==> config.mk <==
export PLATFORM = sky130hd
export DESIGN_NAME = uart_cmd_rx
export DESIGN_NICKNAME = d
export VERILOG_FILES = /design/src/rtl/correlator_pkg.sv /design/src/rtl/uart_rx_byte.sv /design/src/rtl/uart_cmd_rx.sv
export SDC_FILE = /design/constraint.sdc
export NUM_CORES = 1
export LEC_CHECK = 0
export ABC_AREA = 1
export CORE_UTILIZATION = 55
export DETAILED_ROUTE_END_ITERATION = 12
export PLACE_DENSITY = 0.86
export SYNTH_ARGS = -nofsm -noshare
export SYNTH_HDL_FRONTEND = slang
export SYNTH_SLANG_ARGS = --single-unit
==> constraint.sdc <==
create_clock -name clk -period 2.1 [get_ports clk]
set_clock_uncertainty 0.1 [all_clocks]
set_input_delay 0.525 -clock clk [delete_from_list [all_inputs] [get_ports clk]]
set_output_delay 0.525 -clock clk [all_outputs]
set_load 0.03 [all_outputs]
Fig. 1: run 1, signal wires on met1
Scale bar: 20 um. Supply wires on this layer in gray.
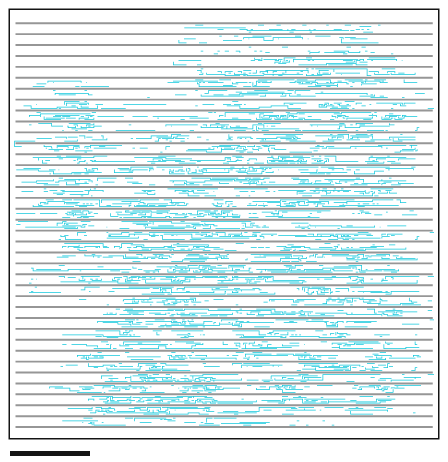
- wire length on this layer: 5910 um
- longest straight run: 25.3 um
via count of the routed design: 5430
total wire length after detailed routing: 13510 um
met1 Track Usage GR: 31.57%

Fig. 2: run 1, M2 wires
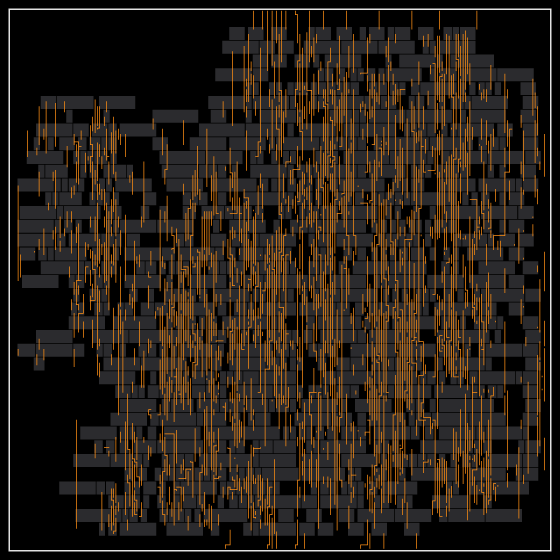
- nets with wire on the layer: 720
- share of all routed wire: 48%
- main direction: vertical
- longest straight run: 43.0 um
- wire length on this layer: 6530 um
M2 GR Usage: 41.61%

Fig. 3: run 1, M3 wires
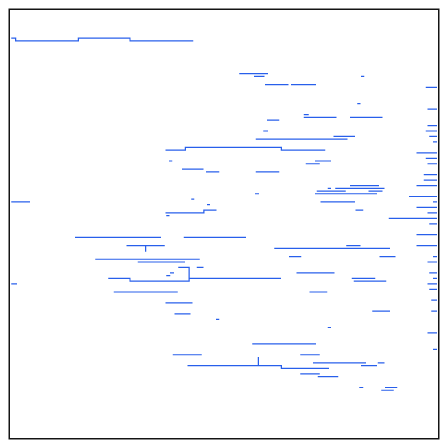
- wire length on this layer: 665 um
- main direction: horizontal
- longest straight run: 28.5 um
- share of all routed wire: 4.9%
- nets with wire on the layer: 79
met3 Track Usage GR: 5.410%

==> flow report, run 1 <==
STATUS
-----------------------------------------------------------------------
Status ................................................... finished, final reports clean

DIE
-----------------------------------------------------------------------
Placement Rows ...........................................           37
Chip footprint ...........................................   11370 um^2
I/O pins .................................................           58
Die width ................................................     106.7 um
Total core area ..........................................   10460 um^2

LOGIC SYNTHESIS
-----------------------------------------------------------------------
Post-synth top cells ..................................... sky130_fd_sc_hd__nand2_1 (168), sky130_fd_sc_hd__dfxtp_1 (147), sky130_fd_sc_hd__nor2_1 (139), sky130_fd_sc_hd__inv_1 (77), sky130_fd_sc_hd__nand3_1 (66)
Most common reg cell ..................................... sky130_fd_sc_hd__dfxtp_1
Share of synthesized area spent on multiplexers ..........           0%
Synthesized-area fraction occupied by xor and xnor cells .       1.018%
Instance tally after logic synthesis .....................          828
Count of warnings emitted by yosys .......................            0
Synthesis-stage register bit count .......................          147
Distinct cell type count of the synthesized netlist ......           33
Post-Syn Nets ............................................          843
Average size of a mapped cell ............................   7.274 um^2
Cell taking the most area after synthesis ................ sky130_fd_sc_hd__dfxtp_1

POWER AND IR DROP
-----------------------------------------------------------------------
Share of total power in the clock network ................        48.1%
Power drawn by the clock network .........................      2.83 mW
Total power ..............................................     5.873 mW
Leakage power ............................................     3.074 nW
Internal portion of total power ..........................     4.479 mW
Worst vdd rail ir drop ...................................    0.4856 mV
Largest power group ...................................... sequential cells

WORST SETUP PATH
-----------------------------------------------------------------------
Sort of element at the end of the critical path ..........         flop
Slowest CP cell .......................................... sky130_fd_sc_hd__dfxtp_1
CP peak stage delay ......................................      0.36 ns
CP top delay family ...................................... simple AND/OR/NAND/NOR gates
Flop-to-flop setup slack .................................      0.17 ns
Arrival time reported for the critical path endpoint .....      2.26 ns
CP Launch Type ...........................................         flop

LAYOUT
-----------------------------------------------------------------------
Final sequential cell count ..............................          147
Fillers ..................................................          853
Layout cells sized above 1 ...............................       6.466%
Core occupancy in the finished layout ....................       69.11%
Non-clk invs .............................................           84
Number of clock buffers in the layout ....................           17
Most common logic cell in the routed design .............. sky130_fd_sc_hd__nand2_1
Multi-input combinational cell count .....................          563
Fraction of area in clock buffers and inverters ..........       7.735%

WORST HOLD PATH
-----------------------------------------------------------------------
Class of the tightest hold or removal check .............. flop to flop

FLOW RUN
-----------------------------------------------------------------------
Count of warning messages emitted by the tools ...........           34
Count of max-cap constraint violations ...................            0

ROUTE
-----------------------------------------------------------------------
DRC errors left ..........................................            0
Initial drt markers ......................................          363
Total met2 wirelength after detailed routing .............      6531 um
WL met1 ..................................................      5908 um
Number of iterations in the first detailed-routing pass ..            5
Length of routed met3 wiring .............................       664 um

GLOBAL ROUTING
-----------------------------------------------------------------------
Initial antenna violation count ..........................            0
Largest net degree at the start of global routing ........          110
Via count of the first global-routing pass ...............         4948

CLOCK TREE
-----------------------------------------------------------------------
H-tree level count .......................................            4
Root buf cell ............................................ sky130_fd_sc_hd__clkbuf_8

PLACE
-----------------------------------------------------------------------
Cell count after placement ...............................         1001
Routability Congestion ...................................       0.8593
Port Buffers .............................................           57

FINAL TIMING
-----------------------------------------------------------------------
Transition time at the pin with the least slew margin ....    0.5176 ns
Clock period minus worst slack ...........................     1.934 ns
Total count of hold-check failures in the final report ...            0
Worst slew margin relative to its limit ..................       65.46%

Fig. 4: run 1, routing congestion map
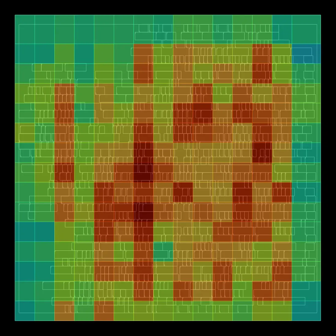

==> run 2: changes to the inputs <==
--- a/config.mk
+++ b/config.mk
@@ -6,9 +6,10 @@
 export NUM_CORES = 1
 export LEC_CHECK = 0
 export ABC_AREA = 1
-export CORE_UTILIZATION = 55
+export CORE_UTILIZATION = 54
 export DETAILED_ROUTE_END_ITERATION = 12
-export PLACE_DENSITY = 0.86
+export PLACE_DENSITY = 0.85
+export RECOVER_POWER = 100
 export SYNTH_ARGS = -nofsm -noshare
 export SYNTH_HDL_FRONTEND = slang
 export SYNTH_SLANG_ARGS = --single-unit
Fig. 5: run 2, routing congestion map
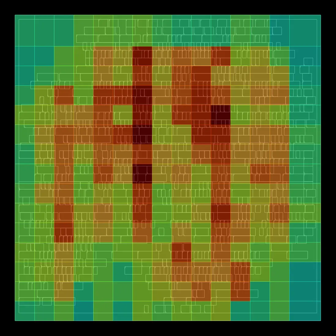
M2 GR Usage: 41.85%
busiest layer in global routing: met2
met3 Track Usage GR: 5.266%

==> run 2 against run 1 <==
Compared with the run above: global-route usage shrank 0.20 points; combinational power grew 5%; fmax is 0.57% higher; design area is 0.42% higher; non-clock buffer count is 1 higher; first-iteration DRC count up 4.7%; routed wire length rose by 1.5%; sequential share of layout area down 0.17 points; count of clock-buffer cells in the layout did not move.
==> flow report, run 2 <==
POWER AND IR DROP
------------------------------------------------------------------------------
Worst vdd rail ir drop ..........................................    0.4734 mV   -2.5%
Leakage power ...................................................     3.084 nW   +0.32%
Power share of the sequential group .............................        47.8%
Share of total power in the clock network .......................        48.5%   +0.4 points
Total power .....................................................     5.938 mW   +1.1%
Power drawn by the clock network ................................      2.88 mW   +2%
Seq pwr .........................................................      2.84 mW
P per Cell Area ................................................. 817.8 nW/um^2
Switching component of the power ................................     1.524 mW
Internal portion of total power .................................     4.413 mW   -1.5%
Largest power group .............................................        clock

GLOBAL ROUTING
------------------------------------------------------------------------------
GRT Residual Overflow ...........................................            0
Met1 Track Usage GR .............................................       31.96%   +0.39 points
Largest net degree at the start of global routing ...............           54   -51%
First-pass GRT wire length ......................................     22870 um
Total routing resource utilization after global routing .........       25.05%
Via count of the first global-routing pass ......................         4951   +0.061%
Initial antenna violation count .................................            0   unchanged

PLACE
------------------------------------------------------------------------------
Port Buffers ....................................................           57   unchanged
Routability Congestion ..........................................       0.8968   +4.4%
Cell count after placement ......................................         1006   +0.50%

ROUTE
------------------------------------------------------------------------------
Length of routed met3 wiring ....................................       712 um   +7.2%
Total met2 wirelength after detailed routing ....................      6591 um   +0.92%
DR WL/cell ......................................................     13.21 um
WL met1 .........................................................      6171 um   +4.5%
Number of iterations in the first detailed-routing pass .........            7   +2
Total wire length after detailed routing ........................     13710 um   +1.5%
DRC errors left .................................................            0   unchanged
Via count of the routed design ..................................         5511   +1.5%
Initial drt markers .............................................          380   +4.7%
Average vias per placed instance ................................        5.309

LAYOUT
------------------------------------------------------------------------------
Logic share of the area .........................................       36.03%
Multi-input combinational cell count ............................          563   unchanged
Count of nets after finishing ...................................          900
Signal buf overhead .............................................       8.685%
Summed area of non-filler cells in the final layout .............    7261 um^2
Inserted Diodes .................................................            0
Non-clk invs ....................................................           84   unchanged
Fraction of area in clock buffers and inverters .................       7.996%   +0.26 points
Final sequential cell count .....................................          147   unchanged
Most common logic cell in the routed design ..................... sky130_fd_sc_hd__nand2_1
Area growth syn-to-layout .......................................       20.54%
Layout cells sized above 1 ......................................       6.125%   -0.34 points
Most common logic cells in the final layout ..................... sky130_fd_sc_hd__nand2_1 (167), sky130_fd_sc_hd__dfxtp_1 (147), sky130_fd_sc_hd__nor2_1 (140)
Number of clock buffers in the layout ...........................           17   unchanged
Core occupancy in the finished layout ...........................       66.98%   -2.1 points
Area taken by flip-flops and latches ............................    2943 um^2
Fillers .........................................................          906   +6.2%
Multi-input gate area ...........................................    2616 um^2

STATUS
------------------------------------------------------------------------------
Status .......................................................... finished, final reports clean

WORST HOLD PATH
------------------------------------------------------------------------------
Class of the tightest hold or removal check ..................... flop to flop

WORST SETUP PATH
------------------------------------------------------------------------------
Sort of element at the end of the critical path .................  output port
CP top delay family ............................................. buffers and inverters
Flop-to-flop setup slack ........................................      0.24 ns   +0.07 ns
CP Launch Type ..................................................         flop
Maximum fanout encountered on the critical timing path ..........            2
Logic depth of the worst path, buffers included .................            1
Worst-case reg-to-reg path depth ................................            6
Cell Chain, Critical Path ....................................... dlygate4sd2_1
Arrival time reported for the critical path endpoint ............      1.30 ns   -0.96 ns
Worst path bufs/invs ............................................            1
Endpoint required time on the critical path .....................      1.47 ns
Critical setup path kind ........................................ flop to output port
Slowest CP cell ................................................. sky130_fd_sc_hd__dlygate4sd2_1
CP peak stage delay .............................................      0.41 ns   +0.05 ns

LOGIC SYNTHESIS
------------------------------------------------------------------------------
Mapped Area .....................................................    6023 um^2
Proportion of netlist area held by the largest area contributor .       48.86%
Main logic family after synthesis ............................... simple AND/OR/NAND/NOR gates
Post-synthesis async set-or-reset flop share ....................           0%
Cell with the most instances after synthesis .................... sky130_fd_sc_hd__nand2_1
Chip area from the yosys synthesis statistics ...................    6023 um^2
Most common reg cell ............................................ sky130_fd_sc_hd__dfxtp_1
Count of warnings emitted by yosys ..............................            0   unchanged
Cell taking the most area after synthesis ....................... sky130_fd_sc_hd__dfxtp_1
Sequential-to-total area share from yosys stat ..................       48.86%
Average size of a mapped cell ...................................   7.274 um^2   unchanged
Fraction of the mapped netlist area in simple logic gates .......       27.71%
Synthesized-area fraction occupied by xor and xnor cells ........       1.018%   unchanged
Post-Syn Nets ...................................................          843   unchanged
Post-synth top cells ............................................ sky130_fd_sc_hd__nand2_1 (168), sky130_fd_sc_hd__dfxtp_1 (147), sky130_fd_sc_hd__nor2_1 (139), sky130_fd_sc_hd__inv_1 (77), sky130_fd_sc_hd__nand3_1 (66)
Distinct cell type count of the synthesized netlist .............           33   unchanged
Number of cells in Yosys stat ...................................          828
Compound-cell area share of the yosys netlist ...................       12.21%
Synthesis-stage register bit count ..............................          147   unchanged
Instance tally after logic synthesis ............................          828   unchanged
Share of synthesized area spent on multiplexers .................           0%   unchanged

DIE
------------------------------------------------------------------------------
Floorplan die height ............................................     107.6 um
Effective utilization at floorplan ..............................       55.56%
Chip footprint ..................................................   11580 um^2   +1.8%
Total core area .................................................   10840 um^2   +3.6%
Die width .......................................................     107.6 um   +0.90%
Placement Rows ..................................................           38   +2.7%
I/O pins ........................................................           58   unchanged

FINAL TIMING
------------------------------------------------------------------------------
Worst slew margin relative to its limit .........................       54.08%   -11 points
Maximum achievable frequency ....................................    520.0 MHz
Count of pins over their slew limit .............................            0
Transition time at the pin with the least slew margin ...........    0.6888 ns   +0.1712 ns
Setup violators final ...........................................            0
Clock period minus worst slack ..................................     1.923 ns   -0.01090 ns
Total count of hold-check failures in the final report ..........            0   unchanged
RSZ-0062 raised after global routing ............................           no
Share of the clock period used by the worst path after layout ...       91.57%
Final critical-path setup slack .................................    0.1770 ns
Minimum hold slack ..............................................    0.3182 ns

CLOCK TREE
------------------------------------------------------------------------------
Buffers inserted during post-CTS setup optimization .............            0
H-tree level count ..............................................            4   unchanged
Root buf cell ................................................... sky130_fd_sc_hd__clkbuf_8
Count of cells resized by post-cts repair .......................           55
Inserted Clock Buffers ..........................................           17
Clock tree from TritonCTS .......................................        built

FLOW RUN
------------------------------------------------------------------------------
Count of warning messages emitted by the tools ..................           32   -5.9%
Count of max-cap constraint violations ..........................            0   unchanged

Power is estimated from default activity; no workload was simulated.
